### Port wiring

Scale: 1.5 px per um.
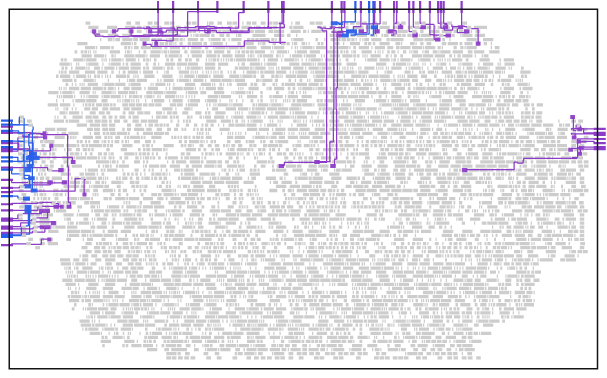
### Clock wires, drivers and flops

Scale: 1.5 px per um.
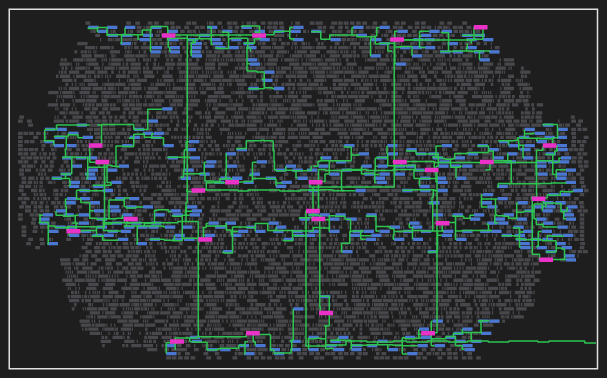
[config.mk]
export PLATFORM = sky130hd
export DESIGN_NAME = pe_mac_pipe
export DESIGN_NICKNAME = d
export VERILOG_FILES = /design/src/rtl/pe_mac_pipe_pkg.sv /design/src/rtl/pe_delay_line.sv /design/src/rtl/pe_mac_pipe.sv
export SDC_FILE = /design/constraint.sdc
export NUM_CORES = 2
export LEC_CHECK = 0
export CAP_MARGIN = 20
export CORE_ASPECT_RATIO = 0.6
export CORE_MARGIN = 5
export CORE_UTILIZATION = 55
export CTS_CLUSTER_DIAMETER = 80
export CTS_CLUSTER_SIZE = 25
export DETAILED_ROUTE_END_ITERATION = 8
export PLACE_DENSITY = 0.75
export SLEW_MARGIN = 20
export SYNTH_ARGS = -nofsm -noshare
export SYNTH_HDL_FRONTEND = slang
export SYNTH_SLANG_ARGS = --single-unit
export TNS_END_PERCENT = 20
[constraint.sdc]
create_clock -name clk -period 8 [get_ports clk]
set_clock_uncertainty 0.2 [all_clocks]
set_input_delay 1.6 -clock clk [delete_from_list [all_inputs] [get_ports clk]]
set_output_delay 1.6 -clock clk [all_outputs]
set_load 0.02 [all_outputs]
[src/rtl/pe_mac_pipe_pkg.sv]
// Shared types and limits for the pe_mac_pipe processing element.
package pe_mac_pipe_pkg;

    typedef enum logic [1:0] {
        PE_MUL    = 2'd0,
        PE_MULADD = 2'd1,
        PE_PE     = 2'd2,
        PE_ACC    = 2'd3
    } pe_mode_t;

    localparam int PE_MAX_LAT = 8;

    // Modes that consume the second product m*q.
    function automatic logic pe_uses_mq(input pe_mode_t mode);
        return (mode == PE_PE) || (mode == PE_ACC);
    endfunction

endpackage

[src/rtl/pe_delay_line.sv]
// Enable-gated register chain of configurable width and depth; depth 0 is a plain wire.
module pe_delay_line #(
    parameter int W     = 1,
    parameter int DEPTH = 1
) (
    input  logic         clk,
    input  logic         rst_n,
    input  logic         ce,
    input  logic [W-1:0] i_data,
    output logic [W-1:0] o_data
);

    if (DEPTH == 0) begin : g_bypass
        logic w_unused;
        assign w_unused = clk ^ rst_n ^ ce;
        assign o_data   = i_data;
    end else begin : g_chain
        logic [W-1:0] w_tap [DEPTH+1];
        assign w_tap[0] = i_data;

        for (genvar gi = 0; gi < DEPTH; gi++) begin : g_stage
            logic [W-1:0] r_data;
            always_ff @(posedge clk) begin
                if (!rst_n) begin
                    r_data <= '0;
                end else if (ce) begin
                    r_data <= w_tap[gi];
                end
            end
            assign w_tap[gi+1] = r_data;
        end

        assign o_data = w_tap[DEPTH];
    end

endmodule

[src/rtl/pe_mac_pipe.sv]
// Multi-mode MAC pipeline (MUL / MULADD / PE / ACC) with tag tracking, clock-enable stall
// and a running accumulator that is read and written only in the final stage.
module pe_mac_pipe
    import pe_mac_pipe_pkg::*;
#(
    parameter int AW       = 26,
    parameter int BW       = 17,
    parameter int PW       = 48,
    parameter int SU_SHIFT = 17,
    parameter int SL_SHIFT = 0,
    parameter int LAT      = 3,
    parameter int TW       = 8
) (
    input  logic              clk,
    input  logic              rst_n,
    input  logic              ce,
    input  logic              in_valid,
    input  logic [1:0]        in_mode,
    input  logic              in_first,
    input  logic [AW-1:0]     in_a,
    input  logic [BW-1:0]     in_b,
    input  logic [AW-1:0]     in_m,
    input  logic [BW-1:0]     in_q,
    input  logic [PW-1:0]     in_s,
    input  logic [PW-2*BW-1:0] in_su,
    input  logic [2*BW-1:0]   in_sl,
    input  logic [TW-1:0]     in_tag,
    output logic              out_valid,
    output logic [PW-1:0]     out_s,
    output logic [TW-1:0]     out_tag,
    output logic [PW-1:0]     acc_q
);

    localparam int OP_DEPTH = (LAT >= 2) ? 1 : 0;
    localparam int PR_DEPTH = (LAT >= 2) ? LAT - 2 : 0;
    localparam int CW       = 1 + TW + 2 + 1;
    localparam int OPW      = CW + 2*AW + 2*BW + PW;
    localparam int PRW      = CW + 3*PW;

    if (LAT < 1 || LAT > PE_MAX_LAT) begin : g_lat_check
        $error("pe_mac_pipe: LAT=%0d outside 1..%0d", LAT, PE_MAX_LAT);
    end

    // Operand masking happens before any register so unused inputs never reach the sum.
    pe_mode_t        w_in_mode;
    logic            w_in_uses_mq;
    logic            w_in_first;
    logic [AW-1:0]   w_in_m;
    logic [BW-1:0]   w_in_q;
    logic [PW-1:0]   w_in_addend;

    always_comb begin
        w_in_mode    = pe_mode_t'(in_mode);
        w_in_uses_mq = pe_uses_mq(w_in_mode);
        w_in_first   = (w_in_mode == PE_ACC) && in_first;
        w_in_m       = w_in_uses_mq ? in_m : '0;
        w_in_q       = w_in_uses_mq ? in_q : '0;
        w_in_addend  = '0;
        case (w_in_mode)
            PE_MULADD: w_in_addend = in_s;
            PE_PE:     w_in_addend = (PW'(in_su) << SU_SHIFT) + (PW'(in_sl) << SL_SHIFT);
            PE_ACC:    w_in_addend = w_in_first ? in_s : '0;
            default:   w_in_addend = '0;
        endcase
    end

    logic [OPW-1:0] w_op_d;
    logic [OPW-1:0] w_op_q;

    assign w_op_d = {in_valid, in_tag, w_in_mode, w_in_first,
                     in_a, in_b, w_in_m, w_in_q, w_in_addend};

    pe_delay_line #(.W(OPW), .DEPTH(OP_DEPTH)) u_op_dl (
        .clk    (clk),
        .rst_n  (rst_n),
        .ce     (ce),
        .i_data (w_op_d),
        .o_data (w_op_q)
    );

    logic            w_s1_valid;
    logic [TW-1:0]   w_s1_tag;
    logic [1:0]      w_s1_mode;
    logic            w_s1_first;
    logic [AW-1:0]   w_s1_a;
    logic [BW-1:0]   w_s1_b;
    logic [AW-1:0]   w_s1_m;
    logic [BW-1:0]   w_s1_q;
    logic [PW-1:0]   w_s1_addend;
    logic [PW-1:0]   w_s1_ab;
    logic [PW-1:0]   w_s1_mq;

    assign {w_s1_valid, w_s1_tag, w_s1_mode, w_s1_first,
            w_s1_a, w_s1_b, w_s1_m, w_s1_q, w_s1_addend} = w_op_q;

    assign w_s1_ab = PW'(w_s1_a) * PW'(w_s1_b);
    assign w_s1_mq = PW'(w_s1_m) * PW'(w_s1_q);

    logic [PRW-1:0] w_pr_d;
    logic [PRW-1:0] w_pr_q;

    assign w_pr_d = {w_s1_valid, w_s1_tag, w_s1_mode, w_s1_first,
                     w_s1_ab, w_s1_mq, w_s1_addend};

    pe_delay_line #(.W(PRW), .DEPTH(PR_DEPTH)) u_pr_dl (
        .clk    (clk),
        .rst_n  (rst_n),
        .ce     (ce),
        .i_data (w_pr_d),
        .o_data (w_pr_q)
    );

    logic            w_f_valid;
    logic [TW-1:0]   w_f_tag;
    logic [1:0]      w_f_mode;
    logic            w_f_first;
    logic [PW-1:0]   w_f_ab;
    logic [PW-1:0]   w_f_mq;
    logic [PW-1:0]   w_f_addend;
    logic            w_f_is_acc;
    logic [PW-1:0]   w_f_result;

    logic            r_out_valid;
    logic [PW-1:0]   r_out_s;
    logic [TW-1:0]   r_out_tag;
    logic [PW-1:0]   r_acc;

    assign {w_f_valid, w_f_tag, w_f_mode, w_f_first,
            w_f_ab, w_f_mq, w_f_addend} = w_pr_q;

    // The accumulator is sampled here, next to its own register, so back-to-back ACC chains.
    assign w_f_is_acc = (w_f_mode == PE_ACC);
    assign w_f_result = w_f_ab + w_f_mq + w_f_addend
                      + ((w_f_is_acc && !w_f_first) ? r_acc : '0);

    always_ff @(posedge clk) begin
        if (!rst_n) begin
            r_out_valid <= 1'b0;
            r_out_s     <= '0;
            r_out_tag   <= '0;
            r_acc       <= '0;
        end else if (ce) begin
            r_out_valid <= w_f_valid;
            if (w_f_valid) begin
                r_out_s   <= w_f_result;
                r_out_tag <= w_f_tag;
                if (w_f_is_acc) begin
                    r_acc <= w_f_result;
                end
            end
        end
    end

    assign out_valid = r_out_valid;
    assign out_s     = r_out_s;
    assign out_tag   = r_out_tag;
    assign acc_q     = r_acc;

endmodule
==> impl_metrics.yaml <==
# generated from flow reports
yosys:
  mux_area_frac: 0.0351
  ys_top_cells_by_area: "fa_1 34%, dfxtp_1 17%, ha_1 7.9%"
  fp_nets: 6777
  top_cell_area_share: 0.336
  ys_sh_simple: 0.176
  synthArstFlopShare: 0
  yosys_warnings: 0
layout:
  syn_to_final_growth_pct: 9.73
  lay_top_count: "inv_1"
  buffer_area_frac: 0.0673
  nMultiInputCombCells: 3863
hold_path:
  min_path_type: "register to register"
  holdPathStages: 2
global_routing:
  use_met3: 0.0862
cts:
  cts_tree: "done"
  cts-resized-gates: 0
job:
  drv_cap: 0
sta:
  worst_pin_slew_ns: 1.13
  setup_ws_ns: 0.386
  rsz0062_at_grt: "false"
placed_design:
  place_ws_ns: 0.590
critical_path:
  worstReg2RegEnd: "u_pr_dl.o_data[138]$_SDFFE_PN0P_"
  reg2reg_from: "u_op_dl.o_data[93]$_SDFFE_PN0P_"
  endpoint: "u_pr_dl.o_data[138]$_SDFFE_PN0P_"
run_status:
  outcome: "completed"
About 'Port wiring':
| port | color | bits | direction | edge | end cells | wire |
|---|---|---|---|---|---|---|
| in_su | blue | 14 | input | 11 left, 3 top | 15 | 406 um |
| in_s | purple | 48 | input | 24 top, 17 left, 7 right | 48 | 2180 um |

About 'Clock wires, drivers and flops':
[clock wires] green | length: 5290 um
[flip-flops] blue | count: 397
[clock drivers] magenta | count: 25
routed clock nets: 26
flops lie: widely spread
Late-Pin Clk Latency: 0.63 ns
clock network power share: 0.281
Clk. pwr: 1.45 mW

No activity file was given, so power comes from the tool's default toggle rates.
